==> run_1/floorplan.png <==
Bar = 50 µm. Pins as bars on the die edge.
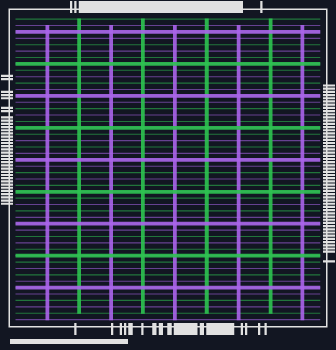
==> run_1/class_map.png <==
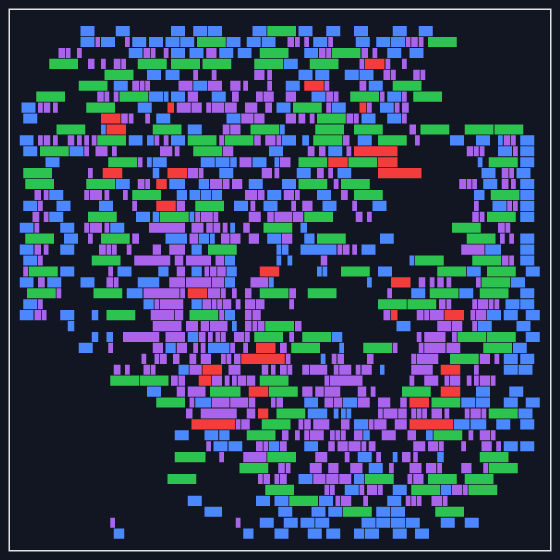
==> run_1/clock_wires.png <==
Bar = 50 µm.
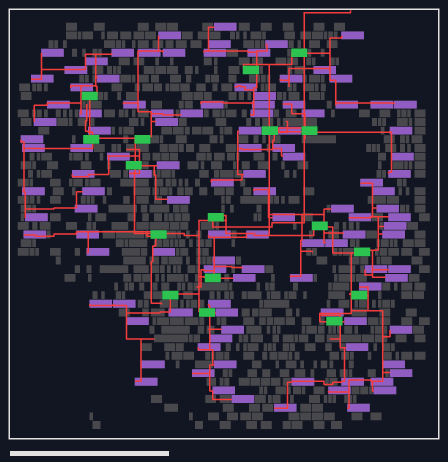
===== config.mk =====
export PLATFORM = sky130hd
export DESIGN_NAME = mem_ctrl
export DESIGN_NICKNAME = d
export VERILOG_FILES = /design/src/rtl/mem_ctrl.sv
export SDC_FILE = /design/constraint.sdc
export NUM_CORES = 1
export LEC_CHECK = 0
export CAP_MARGIN = 20
export CORE_MARGIN = 2
export CORE_UTILIZATION = 30
export CTS_BUF_LIST = sky130_fd_sc_hd__clkbuf_2 sky130_fd_sc_hd__clkbuf_4 sky130_fd_sc_hd__clkbuf_8
export DETAILED_ROUTE_END_ITERATION = 8
export GPL_TIMING_DRIVEN = 0
export PLACE_DENSITY = 0.7
export SETUP_SLACK_MARGIN = 0.5
export SYNTH_ARGS = -nofsm -noshare
export SYNTH_HDL_FRONTEND = slang
export SYNTH_SLANG_ARGS = --single-unit

===== constraint.sdc =====
create_clock -name clk -period 2.6 [get_ports clk]
set_input_delay 0.39 -clock clk [delete_from_list [all_inputs] [get_ports clk]]
set_output_delay 0.39 -clock clk [all_outputs]
set_load 0.02 [all_outputs]

===== src/rtl/mem_ctrl.sv =====
// rtl/mem_ctrl.sv - MEM-stage load/store controller bridging the pipeline to a req/gnt/rvalid bus
module mem_ctrl #(
    parameter int TIMEOUT = 16
) (
    input  logic        clk,
    input  logic        rst,
    input  logic        mem_rmem_en_i,
    input  logic        mem_wmem_en_i,
    input  logic [31:0] mem_addr_i,
    input  logic [2:0]  mem_funct3_i,
    input  logic [31:0] mem_wdata_i,
    output logic        hold_o,
    output logic        bus_req_o,
    output logic        bus_we_o,
    output logic [31:0] bus_addr_o,
    output logic [3:0]  bus_be_o,
    output logic [31:0] bus_wdata_o,
    input  logic        bus_gnt_i,
    input  logic        bus_rvalid_i,
    input  logic [31:0] bus_rdata_i,
    output logic [31:0] load_data_o,
    output logic        load_valid_o,
    output logic        misalign_o,
    output logic        err_o
);
    localparam int CW = $clog2(TIMEOUT + 1);
    localparam logic [CW-1:0] CNT_LAST = CW'(TIMEOUT - 1);

    typedef enum logic [1:0] {IDLE, REQ, WAIT, DONE} state_t;

    state_t        state;
    logic [CW-1:0] cnt;
    logic [1:0]    addr_lo;
    logic [2:0]    funct3_q;

    logic        one_en;
    logic        f3_legal;
    logic        aligned;
    logic        access;
    logic        illegal;
    logic        misaligned;
    logic [3:0]  fmt_be;
    logic [31:0] fmt_wdata;
    logic [7:0]  rd_byte;
    logic [15:0] rd_half;
    logic [31:0] fmt_rdata;
    logic        granted_rd;
    logic        complete_wr;
    logic        complete_rd;

    // Request decode and store lane steering, only meaningful while IDLE
    always_comb begin
        one_en = mem_rmem_en_i ^ mem_wmem_en_i;
        if (mem_rmem_en_i) begin
            f3_legal = mem_funct3_i inside {3'd0, 3'd1, 3'd2, 3'd4, 3'd5};
        end else begin
            f3_legal = mem_funct3_i inside {3'd0, 3'd1, 3'd2};
        end
        case (mem_funct3_i[1:0])
            2'd1:    aligned = ~mem_addr_i[0];
            2'd2:    aligned = (mem_addr_i[1:0] == 2'b00);
            default: aligned = 1'b1;
        endcase
        access     = one_en & f3_legal & aligned;
        illegal    = (mem_rmem_en_i & mem_wmem_en_i) | (one_en & ~f3_legal);
        misaligned = one_en & f3_legal & ~aligned;
        case (mem_funct3_i[1:0])
            2'd0: begin
                fmt_be    = 4'b0001 << mem_addr_i[1:0];
                fmt_wdata = {4{mem_wdata_i[7:0]}};
            end
            2'd1: begin
                fmt_be    = 4'b0011 << {mem_addr_i[1], 1'b0};
                fmt_wdata = {2{mem_wdata_i[15:0]}};
            end
            default: begin
                fmt_be    = 4'b1111;
                fmt_wdata = mem_wdata_i;
            end
        endcase
    end

    always_comb begin
        rd_byte = bus_rdata_i[{addr_lo, 3'b000} +: 8];
        rd_half = addr_lo[1] ? bus_rdata_i[31:16] : bus_rdata_i[15:0];
        case (funct3_q)
            3'd0:    fmt_rdata = {{24{rd_byte[7]}}, rd_byte};
            3'd4:    fmt_rdata = {24'd0, rd_byte};
            3'd1:    fmt_rdata = {{16{rd_half[15]}}, rd_half};
            3'd5:    fmt_rdata = {16'd0, rd_half};
            default: fmt_rdata = bus_rdata_i;
        endcase
    end

    // A read counts as granted in WAIT or when the grant arrives this cycle in REQ
    assign granted_rd  = (state == WAIT) | ((state == REQ) & bus_gnt_i);
    assign complete_wr = (state == REQ) & bus_gnt_i & bus_we_o;
    assign complete_rd = granted_rd & ~bus_we_o & bus_rvalid_i;

    assign hold_o = ~rst & (((state == IDLE) & access) | (state == REQ) | (state == WAIT));

    always_ff @(posedge clk) begin
        if (rst) begin
            state        <= IDLE;
            cnt          <= '0;
            addr_lo      <= 2'b00;
            funct3_q     <= 3'd0;
            bus_req_o    <= 1'b0;
            bus_we_o     <= 1'b0;
            bus_addr_o   <= 32'd0;
            bus_be_o     <= 4'd0;
            bus_wdata_o  <= 32'd0;
            load_data_o  <= 32'd0;
            load_valid_o <= 1'b0;
            misalign_o   <= 1'b0;
            err_o        <= 1'b0;
        end else begin
            load_valid_o <= 1'b0;
            misalign_o   <= 1'b0;
            err_o        <= 1'b0;
            case (state)
                IDLE: begin
                    if (access) begin
                        addr_lo     <= mem_addr_i[1:0];
                        funct3_q    <= mem_funct3_i;
                        bus_addr_o  <= {mem_addr_i[31:2], 2'b00};
                        bus_we_o    <= mem_wmem_en_i;
                        bus_be_o    <= fmt_be;
                        bus_wdata_o <= fmt_wdata;
                        bus_req_o   <= 1'b1;
                        cnt         <= '0;
                        state       <= REQ;
                    end else if (illegal) begin
                        err_o <= 1'b1;
                    end else if (misaligned) begin
                        misalign_o <= 1'b1;
                    end
                end
                REQ, WAIT: begin
                    cnt <= cnt + 1'b1;
                    if (complete_wr || complete_rd) begin
                        bus_req_o <= 1'b0;
                        state     <= DONE;
                        if (complete_rd) begin
                            load_data_o  <= fmt_rdata;
                            load_valid_o <= 1'b1;
                        end
                    end else if (cnt == CNT_LAST) begin
                        bus_req_o <= 1'b0;
                        err_o     <= 1'b1;
                        state     <= DONE;
                    end else if ((state == REQ) && bus_gnt_i) begin
                        bus_req_o <= 1'b0;
                        state     <= WAIT;
                    end
                end
                default: state <= IDLE;
            endcase
        end
    end
endmodule


==> results.py, run 1 <==
# Flow results
metrics = {
    "status": {
        "status": "finished clean",
    },
    "drt": {
        "first_pass_iters": 5,
        "post_drt_wl_per_cell_um": 16.4,
        "finalWirelength_um": 18300,
        "route.vias.total": 5482,
        "ant_nets": 0,
        "drc_errors": 0,
    },
    "final_timing": {
        "setup_tns_ns": 0,
        "rsz0062_at_grt": "true",
        "worst_slew_pin_slew_ns": 0.692,
        "slew_headroom": 0.537,
        "final.min_clock_period_ns": 2.07,
        "maxSlewViolCount": 0,
        "setup_viol": 0,
        "fmax_ghz": 0.483,
        "hold_violations": 0,
    },
    "logic_synthesis": {
        "synth.largest_area_cell": "dfxtp_1",
        "edf_count": 0,
        "syn_area_mm2": 0.00511,
        "yosys_cells": 634,
        "postSynthCellCount": 634,
        "async_flop_share": 0,
        "ys_warn_count": 0,
    },
    "clocking": {
        "cts-root-buf": "clkbuf_8",
        "tritoncts": "yes",
        "clockBufferDepth": 2,
    },
    "power": {
        "power.density_mw_per_mm2": 721,
        "p_leak_nw": 2.92,
        "vdd_drop_max_v": 0.000355,
        "p_comb_frac": 0.335,
        "maxPowerGroup": "registers",
        "p_int_mw": 4.06,
    },
    "worst_setup_path": {
        "crit_chain": "buf_8 -> inv_4 -> ha_4 -> or3b_4 -> nand3_4 -> nand3_4 -> clkbuf_16 -> a21oi_4 -> buf_6",
        "crit_slowest_cell": "or3b_4",
        "required_ns": 2.21,
        "criticalPathCategory": "in -> out",
        "critical-path-max-stage-delay_ns": 0.39,
        "r2r-end": "load_data_o[26]",
        "rrSetupSlack_ns": 0.59,
        "path_max_fanout": 3,
        "worstPathArrival_ns": 1.68,
        "critPathCapture": "hold_o",
        "cpLargestDelayFamily": "simple AND/OR/NAND/NOR gates",
    },
    "finish": {
        "reg_top3": "bus_wdata_o: 32 flops, load_data_o: 32 flops, bus_addr_o: 30 flops",
        "dominant_cells": "logic gates",
        "seq_area_mm2": 0.00230,
        "n_all_buffers": 279,
        "instances_no_fill": 1114,
        "inverters_excl_clock": 14,
        "n_clock_buffer": 20,
        "final-nonclk-buf-share": 0.305,
        "layout-drive-gt1-share": 0.132,
        "ff_count": 115,
        "final_cell_mix": "clkdlybuf4s50_1 (199), nand2_1 (142), dfxtp_1 (113)",
        "comb_area_mm2": 0.00268,
        "nFillCells": 1635,
        "antenna_cells": 0,
    },
    "hold_path": {
        "hp-start": "mem_wmem_en_i",
        "holdPathStages": 3,
        "hold_path_end": "bus_we_o",
    },
    "placed_design": {
        "place_congestion": 0.877,
        "place_inst": 1062,
        "port-buffer-count": 207,
        "postPlaceCellArea_mm2": 0.00751,
        "place_ws_ns": -0.754,
    },
    "job": {
        "cap_violations": 0,
        "warnings": 33,
    },
    "floorplanning": {
        "placementRows": 47,
        "die_w_um": 134,
        "io_pins": 211,
        "die_area_mm2": 0.0181,
    },
    "global_routing": {
        "grt_pass1_vias": 5263,
        "antenna_found_initial": 0,
    },
}
## Picture notes: floorplan.png
legend:
  green:
    net: VDD
  purple:
    net: VSS
signal pins: 211
met5 straps: 9

## Picture notes: class_map.png
legend:
  red:
    class: clock drivers and dummy loads
    cells: 30
    share_of_their_area: 5.6%
  purple:
    class: remaining logic cells
    cells: 470
    share_of_their_area: 34%
  blue:
    class: remaining buffers and delay cells
    cells: 279
    share_of_their_area: 32%
  green:
    class: registers
    cells: 115
    share_of_their_area: 29%

## Picture notes: clock_wires.png
legend:
  purple:
    item: flip-flops
    count: 115
  green:
    item: clock-net drivers
    count: 17
  red:
    item: clock wires
    length: 1580 µm
flops lie: all over the die
Clock power frac: 0.321
clk_lat worst skew: 0.44 ns
Clock group: 1.92 mW
Clock Skews: 0.00664 ns

-- run 1: logic make-up after synthesis --
logic type                 after synthesis  share of synthesized area
muxes                                   12                     0.0262
DFF                                    115                      0.451
adders and majority gates               10                     0.0245
other                                    1                   0.000734
and+or+nand+nor                        263                      0.221
AOI/OAI and AO/OA                      169                      0.221
buffers and inverters                   64                     0.0564
-- run 1: per-layer routing --
layer / GRT usage / routed length, µm / vias to the layer above
met5: 0 / 0 / -
met4: 0.0661 / 409 / 0
met3: 0.0465 / 1120 / 31
met2: 0.336 / 8860 / 190
met1: 0.245 / 7890 / 2554
li1: - / - / 2707
-- run 1: repair_timing --
action / CTS / global route
endpoints found under the setup margin: 106 / 43
pin swaps: 9 / 10
cloned: 0 / 1
resized: 52 / 32
buffers inserted: 9 / 12
==> run_1/clock_nets.png <==
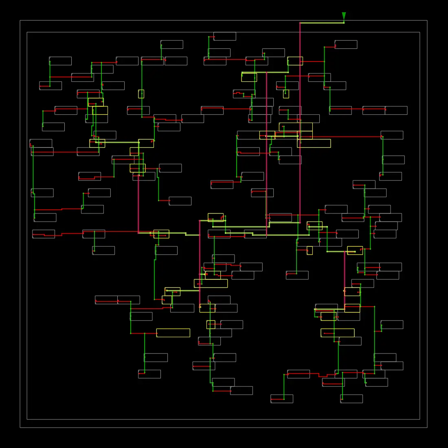

==> inputs of run 2 (changes only) <==
--- a/config.mk
+++ b/config.mk
@@ -11,7 +11,7 @@
 export CTS_BUF_LIST = sky130_fd_sc_hd__clkbuf_2 sky130_fd_sc_hd__clkbuf_4 sky130_fd_sc_hd__clkbuf_8
 export DETAILED_ROUTE_END_ITERATION = 8
 export GPL_TIMING_DRIVEN = 0
-export PLACE_DENSITY = 0.7
+export PLACE_DENSITY = 0.72
 export SETUP_SLACK_MARGIN = 0.5
 export SYNTH_ARGS = -nofsm -noshare
 export SYNTH_HDL_FRONTEND = slang
==> constraint.sdc (replaced) <==
create_clock -name clk -period 1.7 [get_ports clk]
set_input_delay 0.255 -clock clk [delete_from_list [all_inputs] [get_ports clk]]
set_output_delay 0.255 -clock clk [all_outputs]
set_load 0.02 [all_outputs]
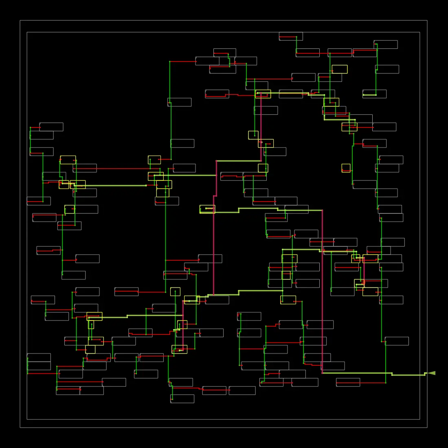
(run_2/clock_nets.png)
Clock Skews: 0.0130 ns
sequential cells: 115
clk_lat worst skew: 0.46 ns
CLK BUF: 18
CTS Sinks: 115

==> run 2 against run 1 <==
- the run now ends with negative setup slack left
- sequential power rose by 59%
- sequential share of layout area fell by 3.9 points
- design area rose by 24%
- critical path type unchanged
==> results.py, run 2 <==
# Flow results
metrics = {
    "floorplanning": {
        "coreArea_mm2": 0.0166,
        "die_w_um": 134,
        "io_pins": 211,
        "die_h_um": 134,
        "fp_util": 0.308,
        "placementRows": 47,
        "die_area_mm2": 0.0181,
    },
    "power": {
        "pg_clk_mw": 2.43,
        "p_int_mw": 6.59,
        "p_leak_nw": 3.88,
        "pg_comb_mw": 4.73,
        "p_seq_frac": 0.314,
        "vdd_drop_max_v": 0.000572,
        "p_seq_mw": 3.27,
        "power.density_mw_per_mm2": 1020,
        "p_sw_mw": 3.85,
        "power.share.clock": 0.233,
        "switching_share": 0.369,
        "p_comb_frac": 0.454,
        "maxPowerGroup": "combinational logic",
    },
    "global_routing": {
        "grt_start_max_net_pins": 17,
        "busiest_layer": "met2",
        "grt_use_met1": 0.258,
        "overflow": 0,
        "antenna_found_initial": 2,
        "grt_use_met3": 0.0676,
        "grt_usage": 0.216,
        "met2_usage": 0.359,
        "grt_pass1_vias": 5575,
        "grt_first_pass_wirelength_um": 29900,
    },
    "drt": {
        "route.vias.total": 6039,
        "post_drt_wl_per_cell_um": 18.4,
        "viasPerCell": 5.17,
        "finalWirelength_um": 21500,
        "drt_iter0_drc": 321,
        "first_pass_iters": 5,
        "ant_nets": 0,
        "drc_errors": 0,
    },
    "logic_synthesis": {
        "simple_gate_share": 0.221,
        "ys_warn_count": 0,
        "yosysSeqAreaShare": 0.451,
        "fa_ha_area_frac": 0.0245,
        "edf_count": 0,
        "yosys-stat-area_mm2": 0.00511,
        "ys_sh_mux": 0.0262,
        "async_flop_share": 0,
        "synth.largest_area_cell": "dfxtp_1",
        "synth_flops": 115,
        "synth_area_per_cell_um2": 8.05,
        "syn_area_mm2": 0.00511,
        "yosys.area.top_type_share": 0.451,
        "postSynthCellCount": 634,
        "yosys_cells": 634,
        "aoi_share": 0.221,
        "topCellsByArea": "dfxtp_1 (45%), nand2_1 (11%), a21oi_1 (6.9%)",
        "top_logic_kind": "simple AND/OR/NAND/NOR gates",
        "top_cell": "nand2_1",
        "yosysUniqueCellTypes": 53,
        "synthXorXnorAreaFrac": 0,
    },
    "final_timing": {
        "holdWs_ns": 0.0818,
        "setup_tns_ns": -8.31,
        "setup_slack_ns": -0.183,
        "worst_slew_pin_slew_ns": 0.884,
        "fmax_ghz": 0.531,
        "hold_violations": 0,
        "maxSlewViolCount": 0,
        "slew_headroom": 0.411,
        "min_period_over_period": 1.11,
        "rsz0062_at_grt": "true",
        "final.min_clock_period_ns": 1.88,
        "setup_viol": 102,
    },
    "finish": {
        "postLayoutCoreUtil": 0.619,
        "lay_top_count": "buf_6",
        "stdcell_area_mm2": 0.0103,
        "nNetsFinal": 1049,
        "syn_to_final_growth_pct": 101,
        "instances_no_fill": 1168,
        "final_cell_mix": "buf_6 (114), nand2_1 (97), dfxtp_2 (97)",
        "layout-drive-gt1-share": 0.569,
        "reg_top3": "bus_wdata_o: 32 flops, load_data_o: 32 flops, bus_addr_o: 30 flops",
    },
    "clocking": {
        "hold_buffers": 0,
        "htreeDepth": 4,
        "cts_made_buffers": 17,
        "cts-resized-gates": 247,
        "cts-root-buf": "clkbuf_8",
        "post_cts_buffers": 24,
        "tritoncts": "yes",
        "clockBufferDepth": 2,
    },
    "hold_path": {
        "hold_path_end": "bus_we_o",
        "hp-start": "mem_wmem_en_i",
        "holdPathStages": 3,
        "worstHoldPathType": "in -> reg",
    },
    "job": {
        "cap_violations": 0,
        "warnings": 34,
    },
    "status": {
        "failed_checks": "negative setup slack",
        "status": "finished with violations",
    },
    "worst_setup_path": {
        "required_ns": 1.44,
        "r2r-end": "bus_wdata_o[13]",
        "crit_path_start_kind": "primary input",
        "critPathCapture": "hold_o",
        "criticalPathCategory": "in -> out",
        "rrSetupSlack_ns": -0.16,
        "ff2ff_path_depth": 10,
        "startpoint": "mem_funct3_i[0]",
        "worstPathArrival_ns": 1.63,
        "path_max_fanout": 3,
    },
    "placed_design": {
        "place_congestion": 0.798,
        "place_inst": 1062,
        "postPlaceCellArea_mm2": 0.00780,
        "place_ws_ns": -1.41,
        "port-buffer-count": 207,
    },
}
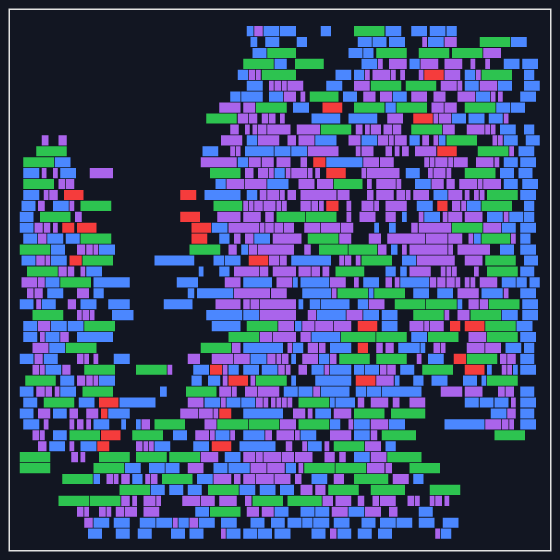
(run_2/class_map.png)
legend:
  blue:
    class: remaining buffers and delay cells
    cells: 330
    share_of_their_area: 36%
  red:
    class: clock drivers and dummy loads
    cells: 32
    share_of_their_area: 3.7%
  green:
    class: registers
    cells: 115
    share_of_their_area: 25%
  purple:
    class: remaining logic cells
    cells: 470
    share_of_their_area: 36%

[run 2: metal layers]
| metal | vias up | part of all wire |
|---|---|---|
| li1 | 2827 | - |
| met1 | 2869 | 0.39 |
| met2 | 277 | 0.50 |
| met3 | 64 | 0.077 |
| met4 | 2 | 0.038 |
| met5 | - | 0.00060 |
[run 2: cell type report]
cell class | instances | area, µm²
sequential | 115 | 2450
clock inverter | 14 | 120
fill | 1309 | 6320
inverter | 14 | 75.1
clock buffer | 18 | 248
timing repair buffer | 280 | 3100
multi-input combinational | 456 | 3490
buffer | 50 | 497
antenna | 1 | 2.50
tap | 220 | 275
[run 2: worst max-delay path, stage by stage]
cell and delay (ns):
buf_2 0.15, inv_4 0.08, ha_4 0.14, or3b_4 0.40, nand3_4 0.09, nand3_4 0.10
clkbuf_16 0.16, a21oi_4 0.11, buf_6 0.14
Power and IR drop assume default switching activity.
